## src/rtl/addr_decode_dtack.sv

```systemverilog
// CPU address decoder with a programmable region table and wait-state DTACK generation.
// Define ADDR_DECODE_BERR_EN to enable Berr_L on unmapped accesses and external-ack timeout.
module addr_decode_dtack #(
  parameter int ADDR_W         = 32,
  parameter int NUM_REGIONS    = 4,
  parameter int TIMEOUT_CYCLES = 64
) (
  input  logic                   Clk,
  input  logic                   Reset_L,
  input  logic [ADDR_W-1:0]      Address,
  input  logic                   AS_L,
  input  logic                   ExtDtack_L,
  input  logic                   CfgWrite_H,
  input  logic [2:0]             CfgIndex,
  input  logic [ADDR_W-1:0]      CfgBase,
  input  logic [ADDR_W-1:0]      CfgMask,
  input  logic [3:0]             CfgWaits,
  input  logic                   CfgEnable,
  output logic [NUM_REGIONS-1:0] Select_H,
  output logic                   Dtack_L,
  output logic                   Berr_L
);

  localparam int CNT_W = ($clog2(TIMEOUT_CYCLES + 1) > 4) ? $clog2(TIMEOUT_CYCLES + 1) : 4;

  typedef enum logic [2:0] {
    S_IDLE = 3'd0,
    S_WAIT = 3'd1,
    S_EXT  = 3'd2,
    S_ACK  = 3'd3,
    S_BERR = 3'd4
  } state_t;

  function automatic logic [ADDR_W-1:0] rst_base(input int idx);
    logic [31:0] v;
    case (idx)
      0:       v = 32'h0000_0000;
      1:       v = 32'h0800_0000;
      2:       v = 32'h0040_0000;
      3:       v = 32'hF000_0000;
      default: v = 32'h0000_0000;
    endcase
    return ADDR_W'(v);
  endfunction

  function automatic logic [ADDR_W-1:0] rst_mask(input int idx);
    logic [31:0] v;
    case (idx)
      0:       v = 32'hFFFF_8000;
      1:       v = 32'hFFFC_0000;
      2:       v = 32'hFFFF_0000;
      3:       v = 32'hFC00_0000;
      default: v = 32'h0000_0000;
    endcase
    return ADDR_W'(v);
  endfunction

  function automatic logic [3:0] rst_waits(input int idx);
    logic [3:0] v;
    case (idx)
      2:       v = 4'd1;
      3:       v = 4'd2;
      default: v = 4'd0;
    endcase
    return v;
  endfunction

  state_t                 state_q, state_d;
  logic [CNT_W-1:0]       cnt_q, cnt_d;
  logic [NUM_REGIONS-1:0] sel_q, sel_d;
  logic                   dtack_l_q, dtack_l_d;
  logic                   armed_q, armed_d;
`ifdef ADDR_DECODE_BERR_EN
  logic                   berr_l_q, berr_l_d;
`endif

  logic [ADDR_W-1:0]      base_q  [NUM_REGIONS];
  logic [ADDR_W-1:0]      base_d  [NUM_REGIONS];
  logic [ADDR_W-1:0]      mask_q  [NUM_REGIONS];
  logic [ADDR_W-1:0]      mask_d  [NUM_REGIONS];
  logic [3:0]             waits_q [NUM_REGIONS];
  logic [3:0]             waits_d [NUM_REGIONS];
  logic [NUM_REGIONS-1:0] en_q, en_d;

  logic                   hit_s;
  logic [NUM_REGIONS-1:0] hit_sel_s;
  logic [3:0]             hit_waits_s;

  // Window compare; scanning downward lets the lowest matching index win.
  always_comb begin
    hit_s       = 1'b0;
    hit_sel_s   = '0;
    hit_waits_s = 4'd0;
    for (int i = NUM_REGIONS - 1; i >= 0; i--) begin
      if (en_q[i] && ((Address & mask_q[i]) == (base_q[i] & mask_q[i]))) begin
        hit_s        = 1'b1;
        hit_sel_s    = '0;
        hit_sel_s[i] = 1'b1;
        hit_waits_s  = waits_q[i];
      end else begin
        hit_s = hit_s;
      end
    end
  end

  // Table write port; indices beyond NUM_REGIONS never match and are dropped.
  always_comb begin
    base_d  = base_q;
    mask_d  = mask_q;
    waits_d = waits_q;
    en_d    = en_q;
    for (int i = 0; i < NUM_REGIONS; i++) begin
      if (CfgWrite_H && (int'(CfgIndex) == i)) begin
        base_d[i]  = CfgBase;
        mask_d[i]  = CfgMask;
        waits_d[i] = CfgWaits;
        en_d[i]    = CfgEnable;
      end else begin
        en_d[i] = en_q[i];
      end
    end
  end

  // Bus-cycle FSM next state; a cycle only starts once AS_L has been seen high since the last one.
  always_comb begin
    state_d   = state_q;
    cnt_d     = cnt_q;
    sel_d     = sel_q;
    dtack_l_d = 1'b1;
    armed_d   = armed_q;
`ifdef ADDR_DECODE_BERR_EN
    berr_l_d  = 1'b1;
`endif
    if (AS_L) begin
      armed_d = 1'b1;
    end else begin
      armed_d = armed_q;
    end
    case (state_q)
      S_IDLE: begin
        sel_d = '0;
        cnt_d = '0;
        if (!AS_L && armed_q) begin
          armed_d = 1'b0;
          sel_d   = hit_sel_s;
          if (!hit_s) begin
`ifdef ADDR_DECODE_BERR_EN
            state_d = S_BERR;
`else
            state_d = S_ACK;
`endif
          end else if (hit_waits_s == 4'd0) begin
            state_d = S_ACK;
          end else if (hit_waits_s == 4'hF) begin
            state_d = S_EXT;
          end else begin
            state_d = S_WAIT;
            cnt_d   = CNT_W'(hit_waits_s);
          end
        end else begin
          state_d = S_IDLE;
        end
      end
      S_WAIT: begin
        if (AS_L) begin
          state_d = S_IDLE;
          sel_d   = '0;
          cnt_d   = '0;
        end else if (cnt_q == CNT_W'(1)) begin
          state_d = S_ACK;
          cnt_d   = '0;
        end else begin
          cnt_d = cnt_q - CNT_W'(1);
        end
      end
      S_EXT: begin
        if (AS_L) begin
          state_d = S_IDLE;
          sel_d   = '0;
          cnt_d   = '0;
        end else if (!ExtDtack_L) begin
          state_d = S_ACK;
          cnt_d   = '0;
`ifdef ADDR_DECODE_BERR_EN
        end else if (cnt_q == CNT_W'(TIMEOUT_CYCLES - 1)) begin
          state_d = S_BERR;
          cnt_d   = '0;
        end else begin
          cnt_d = cnt_q + CNT_W'(1);
        end
`else
        end else begin
          cnt_d = cnt_q;
        end
`endif
      end
      S_ACK: begin
        if (AS_L) begin
          state_d = S_IDLE;
          sel_d   = '0;
        end else begin
          dtack_l_d = 1'b0;
        end
      end
      S_BERR: begin
        if (AS_L) begin
          state_d = S_IDLE;
          sel_d   = '0;
        end else begin
`ifdef ADDR_DECODE_BERR_EN
          berr_l_d = 1'b0;
`else
          state_d = S_IDLE;
          sel_d   = '0;
`endif
        end
      end
      default: begin
        state_d = S_IDLE;
        sel_d   = '0;
        cnt_d   = '0;
      end
    endcase
  end

  // All state, including the region table, with synchronous active-low reset.
  always_ff @(posedge Clk) begin
    if (!Reset_L) begin
      state_q   <= S_IDLE;
      cnt_q     <= '0;
      sel_q     <= '0;
      dtack_l_q <= 1'b1;
      armed_q   <= 1'b0;
`ifdef ADDR_DECODE_BERR_EN
      berr_l_q  <= 1'b1;
`endif
      for (int i = 0; i < NUM_REGIONS; i++) begin
        base_q[i]  <= rst_base(i);
        mask_q[i]  <= rst_mask(i);
        waits_q[i] <= rst_waits(i);
        en_q[i]    <= (i < 4);
      end
    end else begin
      state_q   <= state_d;
      cnt_q     <= cnt_d;
      sel_q     <= sel_d;
      dtack_l_q <= dtack_l_d;
      armed_q   <= armed_d;
`ifdef ADDR_DECODE_BERR_EN
      berr_l_q  <= berr_l_d;
`endif
      for (int i = 0; i < NUM_REGIONS; i++) begin
        base_q[i]  <= base_d[i];
        mask_q[i]  <= mask_d[i];
        waits_q[i] <= waits_d[i];
        en_q[i]    <= en_d[i];
      end
    end
  end

  assign Select_H = sel_q;
  assign Dtack_L  = dtack_l_q;
`ifdef ADDR_DECODE_BERR_EN
  assign Berr_L   = berr_l_q;
`else
  assign Berr_L   = 1'b1;
`endif

endmodule

```

## config.mk

```make
export PLATFORM = sky130hd
export DESIGN_NAME = addr_decode_dtack
export DESIGN_NICKNAME = d
export VERILOG_FILES = /design/src/rtl/addr_decode_dtack.sv
export SDC_FILE = /design/constraint.sdc
export NUM_CORES = 1
export LEC_CHECK = 0
export CAP_MARGIN = 25
export CORE_MARGIN = 5
export CORE_UTILIZATION = 45
export CTS_BUF_LIST = sky130_fd_sc_hd__clkbuf_4
export DETAILED_ROUTE_END_ITERATION = 8
export PLACE_DENSITY_LB_ADDON = 0.3
export SETUP_SLACK_MARGIN = 0.15
export SYNTH_ARGS = -nofsm -noshare
export SYNTH_HDL_FRONTEND = slang
export SYNTH_SLANG_ARGS = --single-unit
```

## constraint.sdc

```tcl
create_clock -name Clk -period 2.7 [get_ports Clk]
set_input_delay 0.27 -clock Clk [delete_from_list [all_inputs] [get_ports Clk]]
set_output_delay 0.27 -clock Clk [all_outputs]
set_load 0.005 [all_outputs]
```

### Nets reached from selected ports, run 1

(1.5 px per micron)
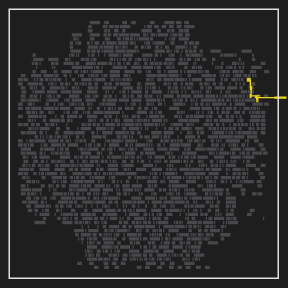
- AS_L: yellow (direction input; edge east; end cells 4; buffers 1; wire 35.9 microns)

### Placement view, run 1

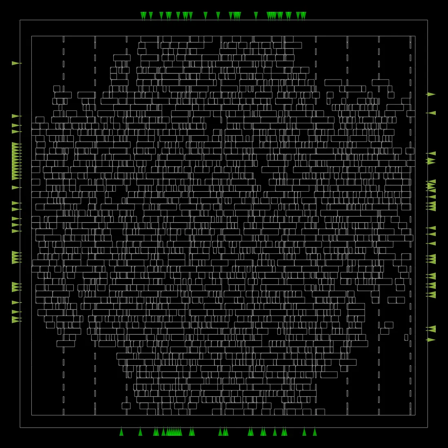
flop count: 291
row count: 61
count of inserted tapcells: 378
fraction of area in registers: 36.6%
Fillers: 2539

==> changes_impl.md, run 1 <==
### Changed

* IO Count at around 120
* Area fraction in mux cells at less than 1%
* Status: complete, no violations
* Dominant logic cell type in the layout: nand2_1
* Yosys stat chip area at between 0.01 and 0.015 sq mm
* Port bufs at 113
* Biggest regs: base_q (128), mask_q (128), waits_q (16)
* DRT Pass-1 Iters at 8
* Via count at about 12000
* CTS tree: done
* Hold Path Class: input pin to flip-flop
* XOR Share, Synth at approximately 9%
* CP top delay family: simple AND/OR/NAND/NOR gates
* Initial Util at 45.8%
* CTS Hold Buffers Added at 0
* Arr. time, crit path at 3.04 ns
* Flop pwr share at 46.7%
* CTS Buffer Depth at 3
* Syn Inst Count at 1564
* Height of the die at 178 microns
* Clk pwr at 3.97 mW
* Worst clock skew at about 0.040 ns
* Top cell category: multi-input combinational cells
* CP bufs+invs at 0
* Most instantiated logic cells after routing: 570 x nand2_1, 289 x dfxtp_1, 212 x a21boi_0
* CP Max Fanout at 6
* Leading cell types by count after synthesis: 573 x nand2_1, 291 x dfxtp_1, 212 x a21boi_0
* Async S/R FF share, synth at 0%
* Uppermost layer routed: met4
* Nonclk buf count at slightly below 200
* Die X at 178 microns
* Synth Warn # at 0
* Met3 Use GR at 5.47%
* Non-clk invs at 10
* CP cell instances: xor2_1 > a22o_1 > a221oi_2 > and3_4 > nand2_2 > and2_4 > a32oi_4 > nand4_1 > nand4_1 > o21ai_1
* Comb pwr share at 12.2%
* Leading power group: registers
* RR Endpoint: cnt_q[2]
* Worst r2r src: base_q[74]
* Diode count at 1
* Vias in the first global route at 11100
* Int Pwr at 7.12 mW
* Power density over the cells at 608 mW/mm^2
* Global-route wire length before repair at 60.3 mm
* Worst path max stage delay at 0.32 ns
* Clk tree area frac at between 6 and 7%
* Wire length per cell at 17.8 microns
* Dominant cell area share at 45.7%
* Crit path capture: cnt_q[2]
* CP max-delay cell: dfxtp_1
* Hold Crit Depth at 2
* Total power at between 9 and 10 mW
* Simple Share, Synth at 22.9%
* Reg2reg path depth at 10
* Data buffer area share at 11.9%
* Synth cell types at 48
* Crit path depth at 10
* Startpoint Class: flip-flop
* Total GRT Usage at 24.3%
* Final setup margin at about 0.23 ns
* Leak Pwr at 6.30 nW
* Yosys cell count at 1564
* Placed cell area at 0.0147 sq mm
* Endpoints failing setup at 0
* WL final at about 39 mm
* Gr busiest metal: met2
* Count of tool warnings at 34
* M1 wire length at 16.3 mm
* RSZ-0062 raised after global routing: yes
* Comb power at 1.18 mW
* Gp weighted congestion at 0.874
* Util after Layout at between 50 and 60%
* Critical Path Source: base_q[74]
* Maximum clock rate at 405 MHz
* Min Tclk post-route at 2.47 ns
* Largest net degree at the start of global routing at about 100
* Hpwl dp at between 20 and 30 mm
* Resized Gates After CTS at 4
* Placed cells at a little over 2000
* Comb area share at 42.0%
* Worst-margin pin slew at roughly 0.75 ns
* Congestion Overflow GR at 0
* CTS buffer count at 79
* Design area at between 0.015 and 0.02 sq mm
* Most used cell, CP: nand4_1
* Final Cycle Share at 91.4%
* Routing usage on met1 at 32.0%
* Post-synth net total at ~1700
* DR iter-0 viols at around 950
### Selected gate families, run 1

(3 px per micron)
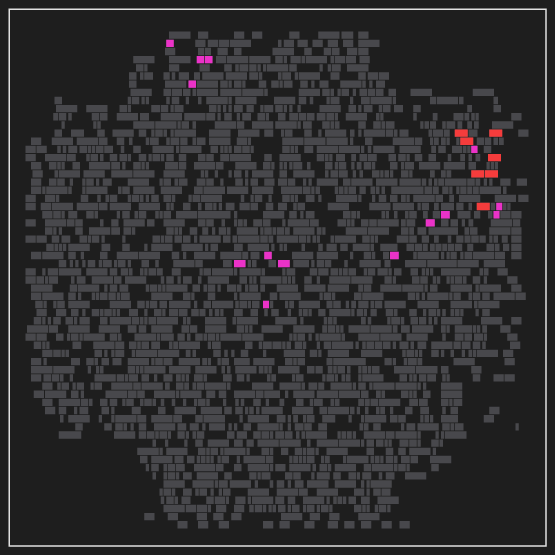
- AND and OR gates: magenta (cells 14)
- adder and majority cells: red (cells 7; most used ha_1; where north-east)

==> run 1 -> run 2 <==
- CTS_CLUSTER_DIAMETER: not set -> 30
### Placement view, run 2

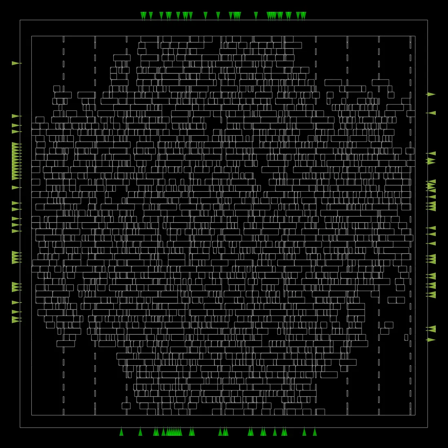
fraction of area in registers: 36.5%
Layout Cells excl Fill: 2179

### Selected gate families, run 2

(3 px per micron)
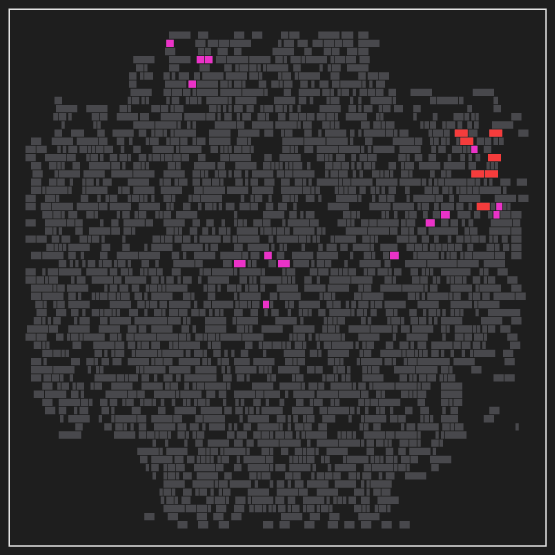
- adder and majority cells: red (cells 7; most used ha_1; where north-east)
- AND and OR gates: magenta (cells 14)

==> run 2 against run 1 <==
Cell count is 0.41% higher. Setup slack got worse by 0.036 ns. Global-route usage is 0.056 points higher. Combinational power about the same. Count of clock-buffer cells in the layout grew 2. Routed wire length hardly changed. Sequential share of layout area decreased by 0.16 points. Total power up 2.2%. Die size did not move. Critical path depth down 1. Clock power increased by 5.5%. First-iteration DRC count grew 1.2%. Largest cell class unchanged.
==> changes_impl.md, run 2 <==
### Changed

* CP Max Fanout at 5 (-1)
* Wire length per cell at 17.7 microns (-0.38%)
* Gr busiest metal: met2
* Synth Warn # at 0 (unchanged)
* Most instantiated logic cells after routing: 570 x nand2_1, 289 x dfxtp_1, 212 x a21boi_0
* Leak Pwr at 6.33 nW (+0.43%)
* CTS Buffer Depth at 3 (unchanged)
* CTS Hold Buffers Added at 0 (unchanged)
* Comb power at 1.17 mW (about the same)
* Hold Path Class: input pin to flip-flop
* Startpoint Class: flip-flop
* Min Tclk post-route at 2.50 ns (+0.0358 ns)
* Most used cell, CP: nand4_1
* RR Endpoint: cnt_q[3]
* Crit path depth at 9 (-1)
* Util after Layout at 57.3% (+0.25 points)
* Hpwl dp at 25.6 mm (unchanged)
* Dominant logic cell type in the layout: nand2_1
* Nonclk buf count at 194 (unchanged)
* Count of inserted tapcells at 378 (unchanged)
* Simple Share, Synth at 22.9% (unchanged)
* Flop pwr share at 45.7% (-1.0 points)
* Met3 Use GR at 6.76% (+1.3 points)
* Congestion Overflow GR at 0 (unchanged)
* Fillers at 2527 (-0.47%)
* Resized Gates After CTS at 4 (unchanged)
* Via count at 11500 (+0.23%)
* Synth cell types at 48 (unchanged)
* Diode count at 1 (unchanged)
* Design area at 0.0160 sq mm (+0.44%)
* Row count at 61 (unchanged)
* Placed cells at 2034 (unchanged)
* Leading power group: registers
* CP max-delay cell: a221oi_1
* Worst path max stage delay at 0.37 ns (+0.05 ns)
* IO Count at 115 (unchanged)
* Top cell category: multi-input combinational cells
* Reg2reg path depth at 9 (-1)
* Dominant cell area share at 45.7% (unchanged)
* Hold Crit Depth at 2 (unchanged)
* Worst-margin pin slew at 0.745 ns (-0.00700 ns)
* Status: complete, no violations
* Endpoints failing setup at 0 (unchanged)
* Final Cycle Share at 92.7% (+1.3 points)
* Async S/R FF share, synth at 0% (unchanged)
* Global-route wire length before repair at 60.4 mm (+0.17%)
* Yosys cell count at 1564 (unchanged)
* Largest net degree at the start of global routing at 102 (unchanged)
* Crit path capture: cnt_q[3]
* Comb area share at 41.7% (-0.25 points)
* Data buffer area share at 11.8% (-0.052 points)
* WL final at 38.7 mm (about the same)
Power figures rest on the tool's default switching activity, not on a simulated workload.
